Design instruction_fetch_unit, sky130hd; sources not shown.
### The metal 2 layer, run 1

(2 px per micron)
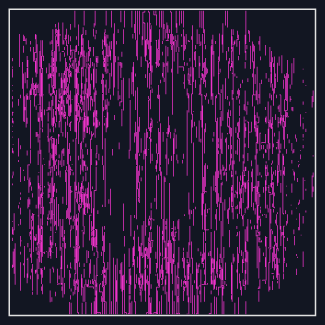
- main direction: vertical
- nets with wire on the layer: 1087
- wire length on this layer: 10600 microns
- longest straight run: 65.3 microns
total routed wirelength: 22.8 mm
DR vias: 7623
GR Layer Usage met2: 0.318

### Cell area per tile, run 1

(2 px per micron) The die is cut into 15 by 15 equal tiles; black is low, pale yellow is high, 0 to 100% covered.
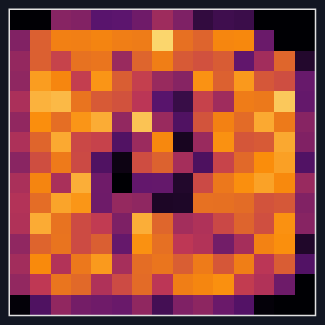
- mean over tiles: 50%
- nearly empty tiles: 5.8%
- fullest tile: 91%
- tiles over 75% full: 13%
Init Core Util: 0.440
final core utilization: 0.584
core area: 20400 sq um

### Sequential cells colored by netlist name, run 1

(2 px per micron)
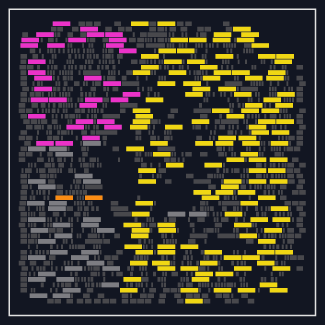
- `u_fetch_buffer.mem`: yellow (placed flops 128)
- `u_fetch_buffer.count`: orange (placed flops 2)
- `fetch_count`: magenta (placed flops 32; where top left)
Sequential cell area: 4930 sq um
P_seq: 0.871 mW
Seq area share: 0.415

==> flow_metrics.tcl, run 1 <==
# place-and-route summary
set metrics [dict create \
    postCtsHoldBufs 0 \
    mux_share 0 \
    first_pass_iters 5 \
    cts_tree "done" \
    antenna_found_initial 0 \
    postCtsSetupBuffers 0 \
    largest_reg_flops 128 \
    power_density_nw_per_um2 149 \
    simple_gate_share 0.269 \
    total_power_mw 1.78 \
    drtAntennaViolNets 0 \
    final_layout_size_suffix_gt1_frac 0.0574 \
    compound_area_frac 0.0624 \
    path_cells "inv_1 -> clkbuf_1 -> clkbuf_1 -> nand2_1 -> nand2_1 -> clkdlybuf4s50_1" \
    clockBufferDepth 2 \
    drc 0 \
    design_area_sq_um 11900 \
    grt-busiest-layer "met2" \
    fin_worst_skew_ns 0.0150 \
    ir_drop_mv 0.105 \
    wire_per_inst_microns 14.2 \
    finalNetCount 1399 \
    num_io_pins 198 \
    reg2regPathDepth 12 \
    hold_viol_final 0 \
    cts_root_buf "clkbuf_16" \
    insertion_delay_ns 0.43 \
    floorplan.nets 1182 \
    outcome "finished, final reports clean" \
    yosys_warnings 0 \
    grt_pass1_wl_mm 38.6 \
    maxSlewViolCount 0 \
    cpMaxStageDelayCell "clkdlybuf4s50_1" \
    area_growth_pct 32.6 \
    fmax_mhz 219 \
    worst_pin_slew_ns 0.612 \
    dpl.hpwl_mm 16.6 \
    p_leak_nw 6.16 \
]
## run 1: routing by layer
metal  routed length, microns  up-vias
met5                        0        -
met4                      238        0
met3                     1400       16
met2                    10600      192
met1                    10600     3593
li1                         -     3822
## run 1: cells in the mapped netlist, drive strengths merged
| cell | n | share of area |
|---|---|---|
| ha | 2 | 0.0028 |
| inv | 122 | 0.051 |
| a31oi | 1 | 0.00070 |
| nor4 | 1 | 0.00070 |
| a21oi | 1 | 0.00056 |
| o21ai | 87 | 0.056 |
| xor2 | 22 | 0.021 |
| nand2 | 474 | 0.20 |
| buf | 28 | 0.024 |
| nand4 | 10 | 0.0070 |
| nor2 | 85 | 0.036 |
| a21boi | 1 | 0.00084 |
| nand3b | 2 | 0.0017 |
| xnor2 | 10 | 0.0098 |
| clkbuf | 21 | 0.0088 |
| nor3 | 8 | 0.0045 |
| dfrtp | 197 | 0.55 |
| o211ai | 5 | 0.0042 |
| nand3 | 35 | 0.020 |
## run 1: area by class of cell
type                       instances  area [sq um]
clock buffer                      19           443
fill                            1886          8480
tap                              270           338
timing repair buffer             198          2020
clock inverter                    12           119
multi-input combinational        744          3280
sequential                       197          4930
buffer                            49           297
inverter                         122           465
## run 1: cell families after synthesis
logic type	Yosys count
simple gates	615
flops	197
buf+inv	171
compound gates	95
xor+xnor	32
fa+ha+maj	2
## run 1: power breakdown
group          switching [mW]  total [mW]  internal [mW]
clock                   0.324       0.696          0.372
combinational           0.132       0.208         0.0767
sequential             0.0162       0.871          0.855
## run 1: critical path, delay by kind of cell (launching register included)
family	cells	cell delay, ns
AND/OR/NAND/NOR	2	0.18
buffers and inverters	4	1.68
flip-flops	1	0.38
## Run 2: what changed since run 1
Clock period 9.5 ns to 4.8 ns, I/O delays scaled along.
### Clock nets, run 2

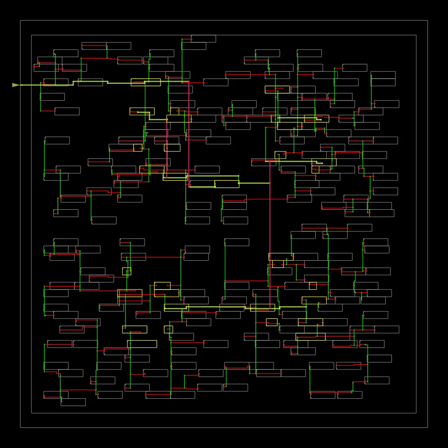
total clock sinks: 197
Insertion Delay late pin: 0.43 ns
Num CTS Buffers: 17
CLK BUF: 17

==> run 2 against run 1 <==
Utilization is 0.69 points higher. Synthesized cell count stayed put. Sequential power grew 97%. Critical path depth stayed put. Die area stayed put. Clock-buffer cell count decreased by 2. Critical path type unchanged. Largest power group unchanged.
==> flow_metrics.tcl, run 2 <==
# place-and-route summary
set metrics [dict create \
    top_cell_area_share 0.550 \
    top_cells_by_count "472 x nand2_1, 197 x dfrtp_1, 121 x inv_1, 84 x nor2_1, 58 x o21ai_1" \
    fin_worst_skew_ns 0.0143 \
    clk_pin_slew_ns 0.07 \
    drt_wl_total_mm 23.0 \
    ir_drop_mv 0.234 \
    area_leaders "dfrtp_1 55%, nand2_1 20%, inv_1 5.1%" \
    yosys_warnings 0 \
    drtAntennaViolNets 0 \
    postCtsSetupBuffers 0 \
    place_ws_ns 1.58 \
    edf_count 0 \
    reg2regPathDepth 12 \
    largest_area_cell "dfrtp_1" \
    wire_per_inst_microns 14.2 \
    cts_tree "done" \
    p_leak_nw 6.23 \
    critPathMaxFanout 10 \
    largest_reg_flops 128 \
    clockBufferDepth 2 \
    first_pass_iters 6 \
    fp_util 0.440 \
    core_sq_um 20400 \
    ff_type "dfrtp_1" \
    outcome "finished, final reports clean" \
    async_flop_share 1.00 \
    drc 0 \
    power_density_nw_per_um2 306 \
    num_io_pins 198 \
    maxSlewViolCount 0 \
    setup_tns_ns 0 \
    postCtsHoldBufs 0 \
    antenna_found_initial 0 \
    final_layout_size_suffix_gt1_frac 0.0617 \
    vias 7639 \
    fmax_mhz 272 \
    dpl.hpwl_mm 16.9 \
    worst_pin_slew_ns 0.626 \
    floorplan.nets 1182 \
    area_growth_pct 34.2 \
    finalNetCount 1403 \
]
### Sequential cells colored by netlist name, run 2

(2 px per micron)
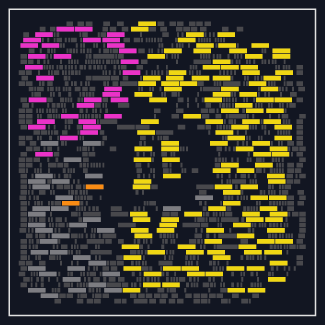
- `fetch_count`: magenta (placed flops 32; where top left)
- `u_fetch_buffer.count`: orange (placed flops 2)
- `u_fetch_buffer.mem`: yellow (placed flops 128)
Seq area share: 0.410
final core utilization: 0.591
P_seq: 1.72 mW

[run 2: cell counts after synthesis]
No cell type changed its count.
[run 2: routing by layer]
metal / vias to the layer above / global-route usage / part of all wire
li1: 3835 / - / -
met1: 3593 / 0.275 / 0.46
met2: 197 / 0.321 / 0.47
met3: 14 / 0.0508 / 0.061
met4: 0 / 0.0407 / 0.0084
met5: - / 0 / 0
[run 2: layout make-up]
type / count / area, sq um
sequential: 197 / 4930
clock buffer: 17 / 425
timing repair buffer: 202 / 2080
buffer: 49 / 297
multi-input combinational: 744 / 3280
clock inverter: 15 / 215
tap: 270 / 338
inverter: 122 / 462
fill: 1820 / 8340
[run 2: kinds of logic (layout without fill, tap and decap cells)]
group / Yosys count / in the layout / share of synthesized area
and+or+nand+nor: 615 / 615 / 0.269
DFF: 197 / 197 / 0.550
buffers and inverters: 171 / 405 / 0.0842
AOI/OAI and AO/OA: 95 / 95 / 0.0624
xor gates and xnor gates: 32 / 32 / 0.0313
adders and majority gates: 2 / 2 / 0.00279
[run 2: worst max-delay path: stages, from the launching register on]
cell             delay [ns]
dfrtp_1                0.39
inv_1                  0.09
clkbuf_1               0.49
clkbuf_1               0.47
nand2_1                0.10
nand2_1                0.13
clkdlybuf4s50_1        0.62
[run 2: power by group]
group | leakage (nW) | switching (mW) | internal [mW] | total [mW]
Sequential | 2.64 | 0.0323 | 1.69 | 1.72
Combinational | 3.28 | 0.262 | 0.157 | 0.419
Clock | 0.306 | 0.687 | 0.849 | 1.54
[run 2: metrics by stage]
stage	power [mW]	instances	instance area, sq um
3_3_place_gp	2.16	1578	11300
5_1_grt	3.84	1616	12000
4_1_cts	3.72	1616	12000
3_5_place_dp	2.18	1584	11400
6_report	3.68	1616	12000
2_1_floorplan	1.97	1112	8970
Power and IR drop assume default switching activity.
